==> config.mk <==
export PLATFORM = sky130hd
export DESIGN_NAME = key_zone_scanner_flat
export DESIGN_NICKNAME = d
export VERILOG_FILES = /design/src/rtl/key_zone_scanner_if.sv /design/src/rtl/key_zone_scanner.sv /design/src/flat_wrapper.sv
export SDC_FILE = /design/constraint.sdc
export NUM_CORES = 1
export LEC_CHECK = 0
export ABC_AREA = 1
export ABC_CLOCK_PERIOD_IN_PS = 4700
export CAP_MARGIN = 20
export CORE_MARGIN = 2
export CORE_UTILIZATION = 40
export DETAILED_ROUTE_END_ITERATION = 16
export SETUP_SLACK_MARGIN = 0.3
export SYNTH_ARGS = -nofsm -noshare
export SYNTH_HDL_FRONTEND = slang
export SYNTH_SLANG_ARGS = --single-unit
==> constraint.sdc <==
create_clock -name clk -period 4.7 [get_ports clk]
set_input_delay 0.705 -clock clk [delete_from_list [all_inputs] [get_ports clk]]
set_output_delay 0.705 -clock clk [all_outputs]
set_load 0.01 [all_outputs]
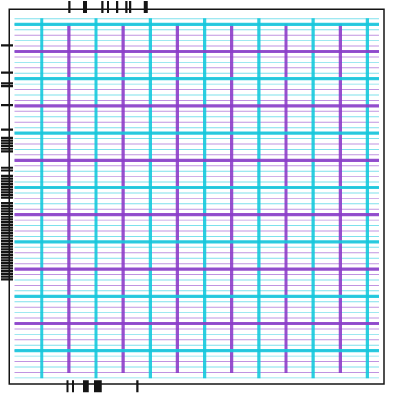
**Above:** run 1 (PDN straps and rails).
Drawn at 2 px/um. Pins as bars on the die edge.
[cyan] VSS
[purple] VDD
met4 straps: 13
met5 straps: 13
signal pins: 72
rows: 66
met1 rails: 67
DIE HEIGHT: 187 um
Core Region: 32700 um2
die extent in x: 187 um
peak supply drop: 0.286 mV

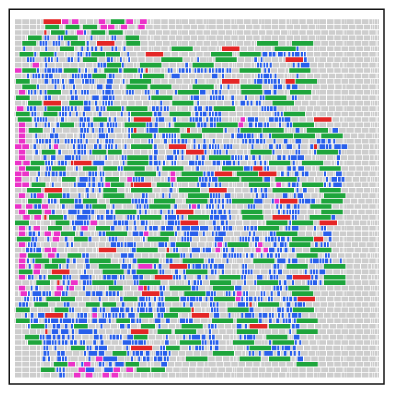
**Above:** run 1 (cell classes on the final placement).
Drawn at 2 px/um. Fill, decap, tap and diode cells in grey.
[magenta] other buffers and delay cells | cells: 94 | share of their area: 6.0%
[red] clock drivers and dummy loads | cells: 51 | share of their area: 6.4%
[blue] all other logic | cells: 1348 | share of their area: 44%
[green] flops | cells: 252 | share of their area: 44%
Final Cell Area: 15500 um2
fraction of area in registers: 42.0%

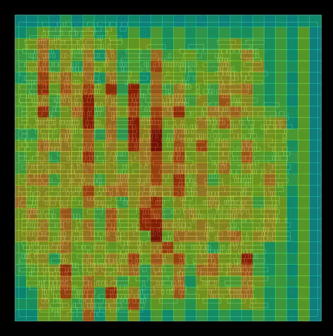
**Above:** run 1 (routing congestion map).
busiest layer in global routing: met2
global routing met2 resource utilization: 28.5%

==> results.py <==
# Synthesis and PnR figures
metrics = {
    "layout": {
        "syn2layout_area_growth_pct": 15.8,
        "final_net_count": 1770,
        "n_fill_cell": 3216,
        "largest_reg_flops": 128,
        "antenna_cells": 0,
        "layout.cells.most_common_list": "300 x nor2_1, 300 x nand2_1, 225 x inv_1, 144 x edfxtp_1, 108 x dfxtp_1",
    },
    "synthesis": {
        "post_synth_num_cell_types": 53,
        "synth-edff-count": 144,
        "ys_cells": 1652,
        "avgSynthCellArea_um2": 8.08,
        "synth_flops": 252,
        "synthesis.yosys.warnings": 0,
        "post_synthesis_net_count": 1698,
        "syn_inst": 1652,
        "total_standard_cell_area_after_synthesis_um2": 13300,
        "asyncSetResetFlopFracSynth_pct": 0,
        "ys_seq_share_pct": 48.6,
        "synthFlopType": "edfxtp_1",
    },
    "critical_path": {
        "worst_setup_path_end_kind": "flip-flop",
        "setup_slack_on_the_worst_flop_to_flop_path_ps": 980,
        "startpoint_type": "input port",
        "timing.critical_path.fanout_max": 15,
        "worst_endpoint_required_time_ps": 4940,
        "critPathArrivalTime_ps": 3970,
        "crit_path_category": "input port to flip-flop",
    },
    "timing": {
        "timing.fmax_mhz": 268,
        "post-route-min-period_ps": 3730,
        "rsz0062_at_grt": "false",
        "fin_skew_ps": 8.55,
        "slew_violations": 0,
        "worst_slew_pin_tran_ps": 751,
    },
    "pwr": {
        "internal_power_w": 0.00454,
        "powerDensity_nw_per_um2": 432,
        "leakage_nw": 5.96,
        "net-switching-power_w": 0.00213,
        "seqPwrFrac_pct": 43.7,
    },
    "floorplan": {
        "floorplan.rows": 66,
        "num_io_pins": 72,
    },
    "cts": {
        "ctsHoldBuffers": 0,
        "cts_made_buffers": 28,
        "clock_tree.buffer_depth": 3,
        "post-cts-setup-buffer-count": 0,
        "clock_tree_from_tritoncts": "done",
        "clock_latency_ps": 550,
        "worst_setup_hold_path_clk_slew_ps": 60,
    },
    "global_routing": {
        "grt_overflow": 0,
        "first_global_vias": 10300,
        "gr-usage-all-layers_pct": 16.8,
        "antenna_violations_before_repair": 0,
    },
    "routing": {
        "first_pass_iters": 4,
        "drcViolationCount": 0,
        "avgViaCountPerCell": 4.87,
        "detail_route.wl_per_cell_um": 13.4,
    },
    "place": {
        "post_dp_cell_area_um2": 14500,
        "routabilityCongestion": 0.807,
        "detail_placement_hpwl_um": 20800,
        "placement.io_buffers": 71,
    },
    "worst_hold_path": {
        "worst_hold_path_cell_count": 2,
    },
    "run": {
        "warnings": 35,
        "drv.max_cap_violation_count": 0,
    },
    "status": {
        "run_status": "finished, final reports clean",
    },
}
[run 1: stage by stage]
stage,setup WS (ps),hold slack [ps],util (%),std cells,total power [W]
after floorplan,875,408,-,1652,0.00399
after detailed placement,387,427,44.3,2136,0.00446
after CTS,977,434,47.3,2187,0.00674
after global placement,452,425,44.3,2136,0.00444
after global routing,558,448,47.3,2187,0.00706
final,968,430,47.3,2187,0.00667
[run 1: cell families after synthesis]
logic type	Yosys count	synth area share, %
AND-OR/OR-AND	179	7.67
flip-flops	252	48.6
adder cells (fa/ha/maj)	33	3.21
AND/OR/NAND/NOR	852	28.4
XOR/XNOR	51	3.35
buffers and inverters	285	8.79
[run 1: per-layer routing]
layer / wire length [um] / global-route usage (%) / vias to the layer above
met2: 13300 / 28.5 / 181
met1: 14000 / 21.9 / 4896
met4: 594 / 4.37 / 0
li1: - / - / 5520
met5: 0 / 0 / -
met3: 1410 / 3.22 / 43
[run 1: power by group through the flow]
stage	Sequential [W]	Clock (W)	Combinational, W
global route	0.00296	0.00239	0.00171
finish	0.00292	0.00225	0.00150
CTS	0.00292	0.00231	0.00152
detailed placement	0.00296	0	0.00151
global placement	0.00295	0	0.00149
floorplan	0.00290	0	0.00109
[run 1: cell usage after synthesis (2+ instances only)]
| library cell | number | area share (%) |
|---|---|---|
| a211oi_1 | 4 | 0.23 |
| a21oi_1 | 70 | 2.6 |
| a21oi_2 | 5 | 0.33 |
| a31oi_1 | 8 | 0.38 |
| and3_1 | 4 | 0.19 |
| buf_1 | 2 | 0.056 |
| buf_2 | 12 | 0.45 |
| buf_4 | 11 | 0.62 |
| buf_6 | 6 | 0.51 |
| clkbuf_1 | 21 | 0.59 |
| dfxtp_1 | 108 | 16 |
| edfxtp_1 | 144 | 32 |
| fa_1 | 2 | 0.30 |
| ha_1 | 31 | 2.9 |
| inv_1 | 225 | 6.3 |
| inv_2 | 6 | 0.17 |
| nand2_1 | 300 | 8.4 |
| nand2_2 | 7 | 0.33 |
| nand3_1 | 80 | 3.0 |
| nand3_2 | 8 | 0.60 |
| nand3b_1 | 3 | 0.17 |
| nand4_1 | 28 | 1.3 |
| nor2_1 | 300 | 8.4 |
| nor2_2 | 24 | 1.1 |
| nor2_4 | 4 | 0.34 |
| nor3_1 | 56 | 2.1 |
| nor3_2 | 12 | 0.90 |
| nor3b_1 | 15 | 0.84 |
| nor4_1 | 5 | 0.23 |
| o2111ai_1 | 5 | 0.33 |
| o21ai_0 | 69 | 2.6 |
| o22ai_1 | 6 | 0.28 |
| or2_2 | 2 | 0.094 |
| xnor2_1 | 14 | 0.92 |
| xor2_1 | 37 | 2.4 |
[run 1: layout make-up]
cell class	count	area (um2)	share of cell area, %
Sequential cell	252	6490	42.0
Multi-Input combinational cell	1115	5690	36.8
Clock buffer	44	897	5.81
Timing Repair Buffer	94	896	5.80
Inverter	233	877	5.68
Tap cell	442	553	3.58
Clock inverter	7	57.6	0.372
[run 1: critical path: stages]
cell and delay [ps]:
clkdlybuf4s50_1 400, ha_1 220, fa_1 520, inv_1 70, fa_1 510, a21oi_1 40, o21ai_0 70, nand3b_1 90
nor3_1 330, nand2_4 160, inv_2 90, nand2_1 50, nor2_1 160, inv_2 150, nand2_1 140, buf_4 240
No activity file was given, so power comes from the tool's default toggle rates.
